`src/rtl/seq_timing_gen.sv`:
```
// Instruction-cycle sequence counter with one-hot timing decode T0..T(N-1).
// Supports clear, load, wrap/saturate, plus wrap and illegal-load pulses.
module seq_timing_gen #(
    parameter int N_STATES = 8,
    parameter int CW       = 3,
    parameter bit WRAP     = 1'b1
) (
    input  logic                clk,
    input  logic                reset,
    input  logic                inc,
    input  logic                clr,
    input  logic                ld,
    input  logic [CW-1:0]       ld_val,
    output logic [CW-1:0]       count,
    output logic [N_STATES-1:0] t,
    output logic                last,
    output logic                wrap_p,
    output logic                ld_err
);

    localparam logic [CW-1:0] LAST = CW'(N_STATES - 1);

    if (N_STATES < 2 || N_STATES > 256 || (2 ** CW) < N_STATES) begin : g_bad_cfg
        $error("seq_timing_gen: N_STATES must be 2..256 and fit in CW bits");
    end

    logic [CW-1:0] r_count;
    logic          r_wrap_p;
    logic          r_ld_err;
    logic [CW-1:0] w_count_nxt;
    logic          w_wrap_nxt;
    logic          w_err_nxt;
    logic          w_ld_ok;
    logic          w_at_last;

    assign w_ld_ok   = (32'(ld_val) < 32'(N_STATES));
    assign w_at_last = (r_count == LAST);

    // clr > ld > inc > hold; an illegal load still swallows inc
    always_comb begin
        w_count_nxt = r_count;
        w_wrap_nxt  = 1'b0;
        w_err_nxt   = 1'b0;
        if (clr) begin
            w_count_nxt = '0;
        end else if (ld) begin
            if (w_ld_ok) begin
                w_count_nxt = ld_val;
            end else begin
                w_err_nxt = 1'b1;
            end
        end else if (inc) begin
            if (!w_at_last) begin
                w_count_nxt = r_count + 1'b1;
            end else if (WRAP) begin
                w_count_nxt = '0;
                w_wrap_nxt  = 1'b1;
            end
        end
    end

    always_ff @(posedge clk) begin
        if (reset) begin
            r_count  <= '0;
            r_wrap_p <= 1'b0;
            r_ld_err <= 1'b0;
        end else begin
            r_count  <= w_count_nxt;
            r_wrap_p <= w_wrap_nxt;
            r_ld_err <= w_err_nxt;
        end
    end

    always_comb begin
        t = '0;
        for (int i = 0; i < N_STATES; i++) begin
            t[i] = (32'(r_count) == i);
        end
    end

    assign count  = r_count;
    assign last   = w_at_last;
    assign wrap_p = r_wrap_p;
    assign ld_err = r_ld_err;

endmodule

```
`config.mk`:
```
export PLATFORM = sky130hd
export DESIGN_NAME = seq_timing_gen
export DESIGN_NICKNAME = d
export VERILOG_FILES = /design/src/rtl/seq_timing_gen.sv
export SDC_FILE = /design/constraint.sdc
export NUM_CORES = 1
export LEC_CHECK = 0
export ABC_AREA = 1
export CORE_AREA = 5 5 42 44
export CTS_CLUSTER_SIZE = 25
export DETAILED_ROUTE_END_ITERATION = 7
export DIE_AREA = 0 0 47 49
export GPL_ROUTABILITY_DRIVEN = 0
export GPL_TIMING_DRIVEN = 0
export MAX_ROUTING_LAYER = met4
export SLEW_MARGIN = 20
export SYNTH_ARGS = -nofsm -noshare
export SYNTH_HDL_FRONTEND = slang
export SYNTH_SLANG_ARGS = --single-unit
```
`constraint.sdc`:
```
create_clock -name clk -period 1.2 [get_ports clk]
set_clock_uncertainty 0.2 [all_clocks]
set_input_delay 0.12 -clock clk [delete_from_list [all_inputs] [get_ports clk]]
set_output_delay 0.12 -clock clk [all_outputs]
set_load 0.005 [all_outputs]
```
**Run 1: clock wiring as the flow saved it**

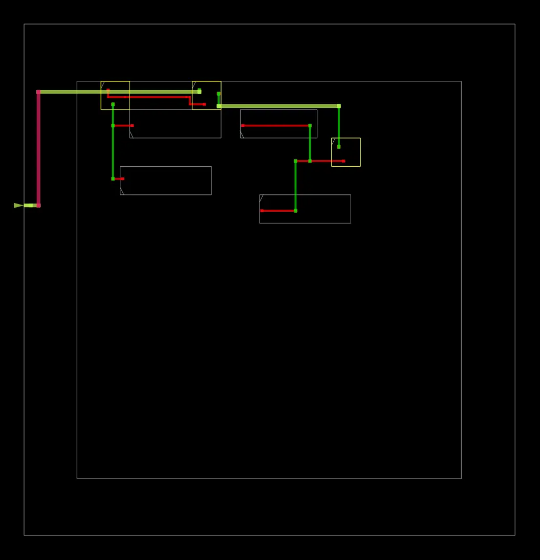
flip-flops: 4
clock-net power: 0.000165 W
clock buffer count from CTS: 3
clk latency late pin: 0.23 ns

**Run 1: M1 wires**

Supply wires on this layer in gray.
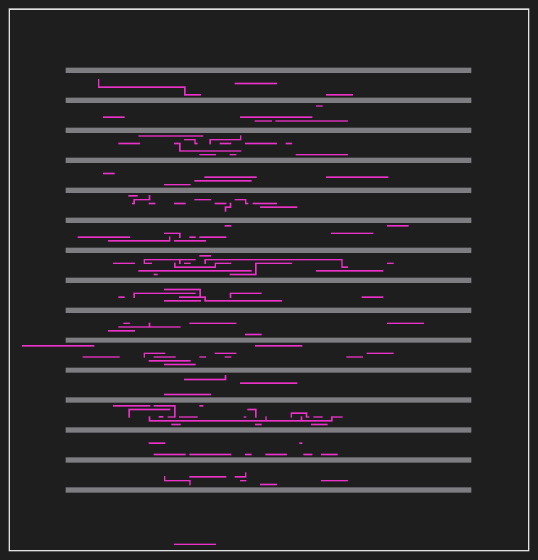
The layer holds 36% of the routed length. The wires run mostly horizontal.
total routed wirelength: 900 um
met1 Usage GRT: 9.17%

**Run 1: floorplan with the power grid**

Pins as bars on the die edge.
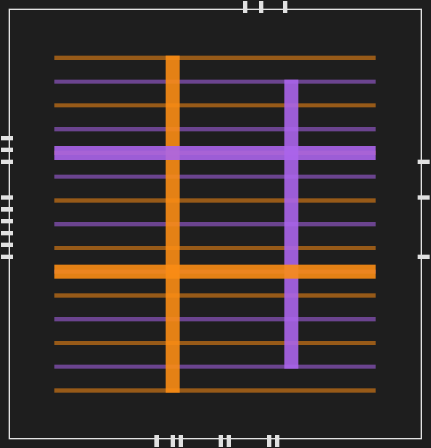
Key: orange = VSS; purple = VDD
15 met1 rails follow the rows. 22 signal pins sit on the boundary. The core has 14 rows. 2 straps on met4. 2 straps on met5.

==> results.txt, run 1 <==
impl run done, here's what came out: fin crit share 121%, OpenROAD warning count 33, H-tree depth 1, DRC marker count from the first detailed-route iteration 1, Post-Syn Area between 300 and 400 um2, DR vias/cell slightly above 4, shortest period the worst path allows roughly 1.5 ns, fp_density approximately 26%, largest net degree at the start of global routing 9, distinct lib cells 12, Area leader share between 20% and 30%, via count of the first global-routing pass ~380, Yosys Instances 55, syn nets just under 70, Residual DRC 0, Post-synth seq share about 22%, Ant. Diodes 0, Clock Tree Root clkbuf_4, max_cap viols 0, most frequent cell after synthesis inv_1, final setup fails 14, grt ovf 0, wire per inst 9.00 um, initial antenna violation count 0, Die Wd roughly 47 um, fin nets 100, Synth Instances between 50 and 60, CTS tree yes, Row Count 14, synth-to-layout area growth 107%, power density cells approximately 570 nW/um2, CP max FO 4, Fin. Hold Viols 0, Post-synth EDFFs 0, worst vdd ir 0.678 mV, num ports 22, Synth area leader dfxtp_1, max-slew violation count 0, run status finished with violations, Dominant flop cell dfxtp_1, failing checks setup timing, PnR worst setup slack -0.254 ns, Post-Syn Area per Cell approximately 6.6 um2, Filler Cells Inserted 150, GRT Resource Usage Total under 10%
run 1: layout make-up:
| class | count | area (um2) | share of cell area, % |
|---|---|---|---|
| Multi-Input combinational cell | 33 | 300 | 40.1 |
| Timing Repair Buffer | 26 | 221 | 29.5 |
| Sequential cell | 4 | 91.3 | 12.2 |
| Inverter | 15 | 63.8 | 8.51 |
| Buffer | 3 | 30.0 | 4.01 |
| Clock buffer | 3 | 22.5 | 3.01 |
| Tap cell | 16 | 20.0 | 2.67 |
run 1: flip-flops by register name, indices dropped and copies added (netlist names):
signal,flops
wrap_p,1
count,3
run 1: per-layer routing:
metal	global-route usage (%)	vias up	part of all wire [%]
li1	-	216	-
met1	9.17	176	36
met2	14.7	14	52
met3	5.54	2	10
met4	4.15	0	1.1
met5	-	-	0
run 1: kinds of logic after synthesis:
group | Yosys count | share of synthesized area (%)
flip-flops | 4 | 22.1
other | 1 | 1.04
buffers and inverters | 18 | 21.1
adder cells (fa/ha/maj) | 6 | 20.8
AND/OR/NAND/NOR | 26 | 34.9
run 1: critical path: stages (launching register included):
cell     delay, ns
dfxtp_4       0.36
ha_4          0.17
ha_4          0.17
buf_6         0.11
buf_6         0.10
run 1: worst paths after layout:
check / slack (ns) / cells past startpoint / endpoint / start
setup / recovery: -0.25 / 4 / t[7] / count[0]$_SDFFE_PP0P_
hold / removal: 0.33 / 5 / count[0]$_SDFFE_PP0P_ / ld_val[0]
setup reg to reg: -0.22 / 8 / count[2]$_SDFFE_PP0P_ / count[0]$_SDFFE_PP0P_
hold reg to reg: 0.44 / 4 / count[1]$_SDFFE_PP0P_ / count[1]$_SDFFE_PP0P_
run 1: what timing repair did:
| action | in CTS | in global routing |
|---|---|---|
| buffers inserted | 6 | 0 |
| setup endpoints to repair | 17 | 15 |
| pin swaps | 7 | 8 |
| resized | 63 | 14 |
| hold buffers | 0 | 0 |
run 1: where the power goes:
part | total [W] | switching (W) | leakage [nW] | internal, W
clock network | 0.000165 | 0.0000531 | 0.0138 | 0.000112
logic | 0.000119 | 0.0000526 | 0.376 | 0.0000666
registers | 0.000141 | 0.00000697 | 0.0347 | 0.000134
run 1: cell usage in the layout (no fill, tap or decap):
cell type,Yosys,layout
and3_4,0,1
buf_4,2,4
conb_1,1,1
buf_2,1,7
dlygate4sd2_1,0,1
buf_6,0,8
nand3_1,4,1
dfxtp_1,4,1
nand2_2,0,2
dlymetal6s2s_1,0,1
inv_2,0,4
nor2_2,2,4
nor2_8,1,1
inv_4,0,1
ha_2,0,1
inv_1,15,9
nor2_1,4,2
clkbuf_2,0,1
inv_6,0,1
dfxtp_4,0,3
nand2_1,14,12
ha_4,0,5
clkdlybuf4s50_1,0,7
nand3_2,0,3
clkbuf_4,0,3
run 1: through the flow:
stage / area [um2] / setup slack, ns / std cells / hold slack (ns) / TNS (ns)
after floorplan: 399 / -0.0652 / 55 / 0.0514 / -0.166
after global placement: 619 / -0.459 / 91 / 0.403 / -3.51
after detailed placement: 619 / -0.465 / 91 / 0.405 / -3.58
after CTS: 717 / -0.265 / 100 / 0.329 / -2.87
after global routing: 749 / -0.291 / 100 / 0.358 / -3.11
final: 749 / -0.254 / 100 / 0.333 / -2.39
--- run 2 (diff from run 1) ---
--- a/config.mk
+++ b/config.mk
@@ -5,14 +5,14 @@
 export SDC_FILE = /design/constraint.sdc
 export NUM_CORES = 1
 export LEC_CHECK = 0
-export ABC_AREA = 1
 export CORE_AREA = 5 5 42 44
-export CTS_CLUSTER_SIZE = 25
+export CTS_CLUSTER_SIZE = 30
 export DETAILED_ROUTE_END_ITERATION = 7
 export DIE_AREA = 0 0 47 49
 export GPL_ROUTABILITY_DRIVEN = 0
 export GPL_TIMING_DRIVEN = 0
 export MAX_ROUTING_LAYER = met4
+export SKIP_LAST_GASP = 1
 export SLEW_MARGIN = 20
 export SYNTH_ARGS = -nofsm -noshare
 export SYNTH_HDL_FRONTEND = slang
==> run 2 against run 1 <==
  * The flow still finishes with violations (setup timing)
  * Final cell count shrank 18%
  * Area after synthesis shrank 7.3%
  * Maximum frequency shrank 0.28%
  * Worst hold slack lost 0.017 ns
  * Critical path type unchanged
  * Worst setup slack lost 0.0041 ns
  * Register-to-register slack lost 0.02 ns
  * Sequential cell count is the same
  * Largest cell class unchanged
==> results.txt, run 2 <==
impl run done, here's what came out: Worst setup endpoint t[7], global-route wire length before repair about 1400 um, Routed Antenna Nets 0, fin crit share 122%, CTS tree yes, Largest register FFs 3, Global Route met2 Usage between 10% and 20%, DRC marker count from the first detailed-route iteration 1, CP max FO 4, Register-to-Register Path Depth 5, Reg2Reg Capture Point count[2]$_SDFFE_PP0P_, Placed Cells ~73, First-pass DRT Iterations 2, Residual DRC 0, Dominant flop cell dfxtp_1, num ports 22, synth-to-layout area growth 104%, flop-to-flop setup slack -0.24 ns, H-tree depth 1, Row Count 14, Die Wd ~47 um, dominant logic cell type in the layout buf_2, grt ovf 0, Post-synth EDFFs 0, Setup crit end kind output pin, met3 Usage GRT 6.64%, largest net degree at the start of global routing 11, worst hold path depth 2, distinct lib cells 20, synthesis-stage register bit count 4, max_cap viols 0, Post-Syn Area per Cell roughly 9.1 um2, Area leader share about a quarter, met1 Usage GRT 9.03%, GR peak layer met2, crit path launch count[0]$_SDFFE_PP0P_, initial antenna violation count 0, syn nets roughly 50, most frequent cells in the layout buf_2 (8), clkdlybuf4s50_1 (7), ha_4 (5), buf_6 (5), buf_4 (4), Ant. Diodes 0, via count of the first global-routing pass about 340, CTS sink cnt 4, GRT Resource Usage Total between 8 and 9%, most frequent cell after synthesis ha_1, chip area in the Yosys report between 300 and 400 um2, Fin. Hold Viols 0, wire per inst between 10 and 15 um, failing checks setup timing, total routed wirelength just over 900 um, Fmax 686 MHz, Synth area leader dfxtp_1, Post-synth seq share 23.9%, max-slew violation count 0, fin nets approximately 82, share of layout cells above drive strength 1 between 50% and 60%, run status finished with violations, largest cells by area after synthesis dfxtp_1 (24%), ha_1 (22%), nor2b_1 (7.5%), Post-Syn Area 335 um2, Reg-to-Reg Start count[0]$_SDFFE_PP0P_, Clock Tree Root clkbuf_4, worst vdd ir between 0.5 and 0.6 mV, HPWL after DPL roughly 640 um, non-filler cells in the finished layout just over 80, PnR worst setup slack -0.258 ns, Yosys Instances 37, DR vias/cell roughly 4.4, clk latency late pin around 0.24 ns, OpenROAD warning count 33, Synth Instances 37, clock buffer count from CTS 3, leak pwr 0.320 nW, fp_density between 20% and 30%, Crit Path Class register to output pin, shortest period the worst path allows approximately 1.5 ns, final setup fails 13, power density cells approximately 630 nW/um2
[run 2: cell count changes after synthesis, sizes merged, moves of 3 or more]
cell,before,now
inv,15,4
nor2b,0,4
nor2,7,1
and2,0,3
nand2,14,1
nand3,4,0
[run 2: worst min-delay path by stage]
stage	start	endpoint	slack (ns)
final	clr	count[1]$_SDFFE_PP0P_	0.32
after global routing	clr	count[1]$_SDFFE_PP0P_	0.32
after CTS	clr	count[1]$_SDFFE_PP0P_	0.31
after detailed placement	count[0]$_SDFFE_PP0P_	count[0]$_SDFFE_PP0P_	0.49
after global placement	count[1]$_SDFFE_PP0P_	count[1]$_SDFFE_PP0P_	0.48
after floorplan	clr	count[1]$_SDFFE_PP0P_	-0.02
[run 2: logic make-up after synthesis]
| logic type | Yosys count | share of synthesized area [%] |
|---|---|---|
| other cells | 1 | 1.12 |
| simple gates | 16 | 30.6 |
| buf+inv | 6 | 8.95 |
| flops | 4 | 23.9 |
| compound gates | 3 | 10.1 |
| fa+ha+maj | 6 | 22.4 |
| mux | 1 | 2.99 |
[run 2: per-layer routing]
metal  vias to the layer above  wire length (um)
met1                       158               363
met3                         0               115
met4                         0                 0
met2                        19               431
met5                         -                 0
li1                        184                 -
[run 2: cell type report]
type | instances | area [um2]
plain buffers | 2 | 18.8
flip-flops and latches | 4 | 91.3
clock buffers | 3 | 22.5
repair buffers | 26 | 210
inverters | 4 | 17.5
well taps | 16 | 20.0
multi-input cells | 27 | 303
fillers | 144 | 718
[run 2: worst max-delay path: stages, from the launching register on]
cell     delay, ns
dfxtp_4       0.36
ha_4          0.17
ha_4          0.16
buf_6         0.11
buf_6         0.10
[run 2: power by group]
part	leakage [nW]	internal, W	switching, W
sequential	0.0348	0.000136	0.0000101
clock	0.0138	0.000112	0.0000568
combinational	0.272	0.0000705	0.0000441
[run 2: repair_timing]
| action | in CTS | in global routing |
|---|---|---|
| endpoints found under the setup margin | 16 | 15 |
| hold buffers | 0 | 0 |
| cloned | 0 | 0 |
| pin swaps | 6 | 2 |
| gates resized | 54 | 3 |
| setup buffers | 4 | 2 |
[run 2: metrics by stage]
stage | total power, W | worst slack (ns) | TNS (ns) | area (um2) | hold slack, ns
finish | 0.000429 | -0.258 | -2.61 | 683 | 0.316
global placement | 0.000256 | -0.396 | -3.73 | 607 | 0.481
floorplan | 0.000192 | -0.109 | -0.308 | 387 | -0.0204
CTS | 0.000430 | -0.267 | -2.72 | 659 | 0.306
detailed placement | 0.000257 | -0.409 | -3.79 | 607 | 0.487
global route | 0.000471 | -0.303 | -3.32 | 683 | 0.322
**Run 2: pin map**

Pins as bars across the die edge, other pins in gray.
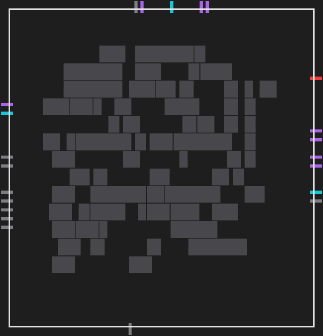
Key: cyan = count [pins 3, direction output, edge 1 right, 1 top, 1 left]; purple = t [pins 8, direction output, edge 4 right, 3 top, 1 left]; red = ld_err [pins 1, direction output, edge right]
PortBufs: 20
die height: 49 um

**Run 2: gate families picked out**

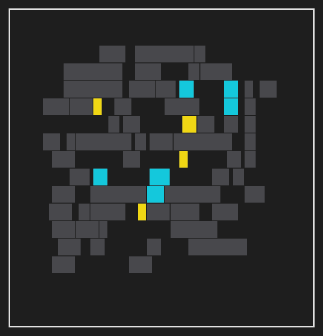
Key: cyan = and/or cells [cells 6, most used and2_1, where middle]; yellow = inv cells [cells 4, most used inv_1, where middle]

Power is estimated from default activity; no workload was simulated.
